--- src/rtl/pulse_capture.sv ---
// pulse_capture: once per counter period, reports the rise/fall tick of a PWM input sampled
// against the shared period counter. Optional glitch filter: PULSE_CAPTURE_GLITCH_FILTER_EN.

module pulse_capture #(
  parameter int unsigned bitwidth      = 10,
  parameter int unsigned sync_stages   = 2,
  parameter int unsigned filter_length = 3
) (
  input  logic                clock,
  input  logic                reset,
  input  logic [bitwidth-1:0] counter,
  input  logic                signal_in,
  output logic [bitwidth-1:0] captured_rising,
  output logic [bitwidth-1:0] captured_falling,
  output logic                capture_valid,
  output logic                capture_error
);

  if (sync_stages < 2) begin : g_bad_sync
    $error("sync_stages must be at least 2");
  end
  if (filter_length < 2) begin : g_bad_filter
    $error("filter_length must be at least 2");
  end

  // Counter delay matches the generator output register, the synchronizer and the filter.
`ifdef PULSE_CAPTURE_GLITCH_FILTER_EN
  localparam int unsigned Depth = sync_stages + 1 + filter_length;
`else
  localparam int unsigned Depth = sync_stages + 1;
`endif

  typedef enum logic {StWaitPeriod, StMeasure} state_e;

  logic [sync_stages-1:0] sync_q;
  logic                   sync_sig;
  logic                   level;
  logic                   sync_prev_q;
  logic                   rise_det, fall_det;

  always_ff @(posedge clock or posedge reset) begin
    if (reset) begin
      sync_q <= '0;
    end else begin
      sync_q <= {sync_q[sync_stages-2:0], signal_in};
    end
  end

  assign sync_sig = sync_q[sync_stages-1];

`ifdef PULSE_CAPTURE_GLITCH_FILTER_EN
  // Level flips only once the current sample and the previous filter_length-1 all agree.
  logic [filter_length-2:0] hist_q, hist_d;
  logic                     filt_q, filt_d;

  always_comb begin
    hist_d    = hist_q << 1;
    hist_d[0] = sync_sig;
    filt_d    = filt_q;
    if (sync_sig && (&hist_q)) begin
      filt_d = 1'b1;
    end else if (!sync_sig && !(|hist_q)) begin
      filt_d = 1'b0;
    end
  end

  always_ff @(posedge clock or posedge reset) begin
    if (reset) begin
      hist_q <= '0;
      filt_q <= 1'b0;
    end else begin
      hist_q <= hist_d;
      filt_q <= filt_d;
    end
  end

  assign level = filt_q;
`else
  assign level = sync_sig;
`endif

  always_ff @(posedge clock or posedge reset) begin
    if (reset) begin
      sync_prev_q <= 1'b0;
    end else begin
      sync_prev_q <= level;
    end
  end

  assign rise_det = level & ~sync_prev_q;
  assign fall_det = ~level & sync_prev_q;

  logic [bitwidth-1:0] cnt_pipe_q [Depth];
  logic [bitwidth-1:0] cnt_dly;
  logic [bitwidth-1:0] cnt_dly_prev_q;
  logic                wrap;

  always_ff @(posedge clock or posedge reset) begin
    if (reset) begin
      for (int unsigned i = 0; i < Depth; i++) begin
        cnt_pipe_q[i] <= '0;
      end
      cnt_dly_prev_q <= '0;
    end else begin
      cnt_pipe_q[0] <= counter;
      for (int unsigned i = 1; i < Depth; i++) begin
        cnt_pipe_q[i] <= cnt_pipe_q[i-1];
      end
      cnt_dly_prev_q <= cnt_dly;
    end
  end

  assign cnt_dly = cnt_pipe_q[Depth-1];
  assign wrap    = cnt_dly < cnt_dly_prev_q;

  state_e              state_q, state_d;
  logic [1:0]          rise_cnt_q, rise_cnt_d, fall_cnt_q, fall_cnt_d;
  logic [bitwidth-1:0] rise_val_q, rise_val_d, fall_val_q, fall_val_d;
  logic                fell_first_q, fell_first_d;
  logic [bitwidth-1:0] cap_rise_q, cap_rise_d, cap_fall_q, cap_fall_d;
  logic                valid_q, valid_d, err_q, err_d;

  always_comb begin
    state_d      = state_q;
    rise_cnt_d   = rise_cnt_q;
    fall_cnt_d   = fall_cnt_q;
    rise_val_d   = rise_val_q;
    fall_val_d   = fall_val_q;
    fell_first_d = fell_first_q;
    cap_rise_d   = cap_rise_q;
    cap_fall_d   = cap_fall_q;
    valid_d      = 1'b0;
    err_d        = err_q;

    unique case (state_q)
      StWaitPeriod: begin
        if (wrap) state_d = StMeasure;
      end
      StMeasure: begin
        if (wrap) begin
          cap_rise_d = rise_val_q;
          cap_fall_d = fall_val_q;
          valid_d    = 1'b1;
          err_d      = !(rise_cnt_q == 2'd1 && fall_cnt_q == 2'd1 && !fell_first_q);
        end
      end
      default: state_d = StWaitPeriod;
    endcase

    if (wrap) begin
      rise_cnt_d   = '0;
      fall_cnt_d   = '0;
      rise_val_d   = '0;
      fall_val_d   = '0;
      fell_first_d = 1'b0;
    end

    // An edge coinciding with the wrap belongs to the period that is just starting.
    if (state_d == StMeasure) begin
      if (rise_det) begin
        rise_val_d = cnt_dly;
        if (rise_cnt_d != 2'd2) rise_cnt_d = rise_cnt_d + 2'd1;
      end
      if (fall_det) begin
        fall_val_d = cnt_dly;
        if (rise_cnt_d == 2'd0) fell_first_d = 1'b1;
        if (fall_cnt_d != 2'd2) fall_cnt_d = fall_cnt_d + 2'd1;
      end
    end
  end

  always_ff @(posedge clock or posedge reset) begin
    if (reset) begin
      state_q      <= StWaitPeriod;
      rise_cnt_q   <= '0;
      fall_cnt_q   <= '0;
      rise_val_q   <= '0;
      fall_val_q   <= '0;
      fell_first_q <= 1'b0;
      cap_rise_q   <= '0;
      cap_fall_q   <= '0;
      valid_q      <= 1'b0;
      err_q        <= 1'b0;
    end else begin
      state_q      <= state_d;
      rise_cnt_q   <= rise_cnt_d;
      fall_cnt_q   <= fall_cnt_d;
      rise_val_q   <= rise_val_d;
      fall_val_q   <= fall_val_d;
      fell_first_q <= fell_first_d;
      cap_rise_q   <= cap_rise_d;
      cap_fall_q   <= cap_fall_d;
      valid_q      <= valid_d;
      err_q        <= err_d;
    end
  end

  assign captured_rising  = cap_rise_q;
  assign captured_falling = cap_fall_q;
  assign capture_valid    = valid_q;
  assign capture_error    = err_q;

endmodule

--- config.mk ---
export PLATFORM = sky130hd
export DESIGN_NAME = pulse_capture
export DESIGN_NICKNAME = d
export VERILOG_FILES = /design/src/rtl/pulse_capture.sv
export SDC_FILE = /design/constraint.sdc
export NUM_CORES = 1
export LEC_CHECK = 0
export CAP_MARGIN = 10
export CORE_ASPECT_RATIO = 0.7
export CORE_MARGIN = 3
export CORE_UTILIZATION = 40
export DETAILED_ROUTE_END_ITERATION = 10
export PLACE_DENSITY = 0.67
export SLEW_MARGIN = 20
export SYNTH_ARGS = -nofsm -noshare
export SYNTH_HDL_FRONTEND = slang
export SYNTH_SLANG_ARGS = --single-unit
--- constraint.sdc ---
create_clock -name clock -period 3.8 [get_ports clock]
set_clock_uncertainty 0.15 [all_clocks]
set_input_delay 0.76 -clock clock [delete_from_list [all_inputs] [get_ports clock]]
set_output_delay 0.76 -clock clock [all_outputs]
set_load 0.02 [all_outputs]
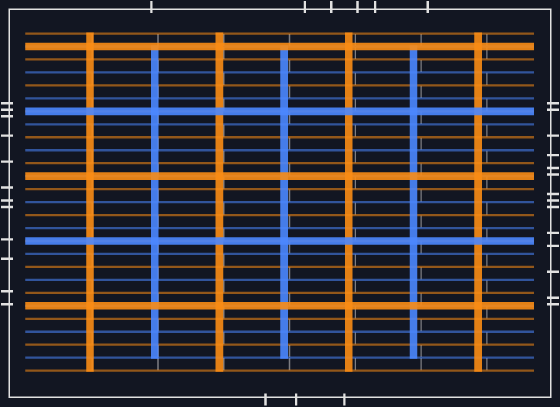
*Supply network*
Pins as bars on the die edge. Tap cells in gray.
| color | net |
|---|---|
| orange | VSS |
| blue | VDD |
met1 rails: 27
rows: 26
tap cells: 98
met5 straps: 5
core area: 7550 um2
Die Y: 81.1 um
VDD IR-drop max: 283 uV

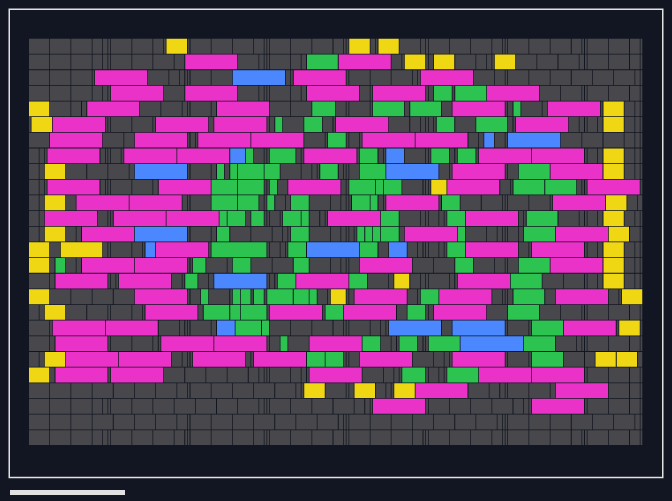
*Placed cells, one color a class*
Scale bar: 20 um. Fill, decap, tap and diode cells in gray.
| color | class | cells |
|---|---|---|
| yellow | remaining buffers and delay cells | 38 |
| blue | clock drivers and dummy loads | 16 |
| magenta | registers | 91 |
| green | remaining logic cells | 97 |
Design Area, Final: 3990 um2
Seq/total area: 57.1%
Final Core Density: 52.8%
row cnt: 26

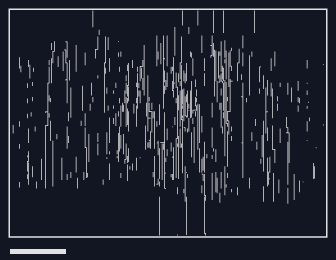
*The metal 2 layer*
Scale bar: 20 um.
share of all routed wire: 41%
longest straight run: 34.0 um
final WL: 4950 um
Vias: 1660
met2 GRT Util: 16.8%

==> reports/results.txt <==
status: completed
Top cells excl fill/tap: 91 x dfrtp_1, 34 x clkdlybuf4s50_1, 25 x a22o_1
Flop area: 2280 um2
fin worst setup slack: 822 ps
Reg power frac: 48.4%
crit path launch type: register
Yosys cell types: 23
comb_multi_in: 86
Via density: 4.88
stage-log warning count: 26
met2 wire len: 2050 um
dominant logic cell type in the layout: dfrtp_1
Placer Congestion: 0.755
top power group: registers
CP max FO: 15
Internal Power: 1.69 mW
first-pass GRT wire length: 8590 um
Reg-to-Reg End: captured_falling[6]$_DFFE_PP0P_
postcts setup bufs: 0
DR WL met3: 260 um
Synth area leaders: dfrtp_1 71%, mux2_4 8.9%, a22o_1 6.8%
fp_density: 42.7%
Gate power share: 12.4%
crit path max-delay cell type: o21ai_2
top sig layer: met4
drt initial violations: 119
P_clk: 0.875 mW
Post-Route Setup TNS: 0 ps
initial antenna violation count: 0
fin cells: 340
Mean Syn Cell Area: 16.6 um2
M1 WL: 2580 um
Worst EP required: 3870 ps
worst hold stages: 0
Largest register FFs: 20
Antenna Cells: 0
Synth Area in Simple Gates: 2.21%
TritonCTS clock tree: yes
crit path capture: captured_falling[6]$_DFFE_PP0P_
Clock power frac: 39.2%
GRT Util Overall: 12.4%
# clk buffers: 9
Adder Area Share: 4.27%
Synth Area in XOR/XNOR: 0%
Total Nets Final: 261
Post-synth ARST share: 100%
sw power: 0.536 mW
GRT overflow: 0
post-synthesis sequential area ratio: 70.7%
CP Depth: 7
Final Cycle Share: 78.4%
Sw Ratio: 24.0%
yosys stat area: 3220 um2
I/O pin cnt: 35
clk latency late pin: 330 ps
nonclk inv count: 11
share of layout cells above drive strength 1: 18.2%
Max clock buf depth: 2
first drt pass iteration count: 4
post-synthesis register bit count: 91
met1 usage: 18.2%
Antenna Nets Post-Route: 0
Leading cell kind: registers
leakage power: 1.86 nW
flop count: 91
die area: 9190 um2
largest net degree at the start of global routing: 92
max-cap viol count: 0
Logic cell area: 862 um2
Rel. slew slack: 54.3%
Reg with most FFs: cnt_pipe_q
Tot Pwr: 2.23 mW
post-synthesis mux area share: 9.55%
Plain + repair buffers: 38
most common cell in the netlist: dfrtp_1
Remaining DRCs: 0
Root Driver: clkbuf_16
layer with the highest usage: met1
Wirelength per Cell: 14.6 um
worst r2r path cells: 7
Worst-Margin Slew: 676 ps
Crit. End Element: register
RSZ-0062 raised after global routing: false
Top cell area share: 70.7%
Comb power: 0.276 mW
yosys cell count: 194
reg2reg start: cnt_dly[9]$_DFF_PP0_
TAP cells: 98
Hold EP: sync_q[1]$_DFF_PP0_
Top logic family: AND-OR/OR-AND gates
crit-path cells: ha_1 > nand2_1 > o21ai_0 > a41oi_1 > o21ai_2 > buf_4 > mux2_2
Syn Nets: 218
final setup vio count: 0
Clock buf/inv share: 7.50%
area grow syn2layout: 23.7%
Cell Area, Placed: 3690 um2
DP Cell Count: 324
Crit. Startpoint: cnt_dly[9]$_DFF_PP0_
hold_buf cts: 0
total CTS buffers: 9
I/O Buffers: 34
Slew Limit Fails: 0
# fillers: 644
Die X: 113 um
cell taking the most area after synthesis: dfrtp_1
min Tclk post-route: 2980 ps
hold slack final: 197 ps
Comb/total area: 21.6%
htree depth: 3
CTS clk-pin slew, worst paths: 60 ps
No activity file was given, so power comes from the tool's default toggle rates.
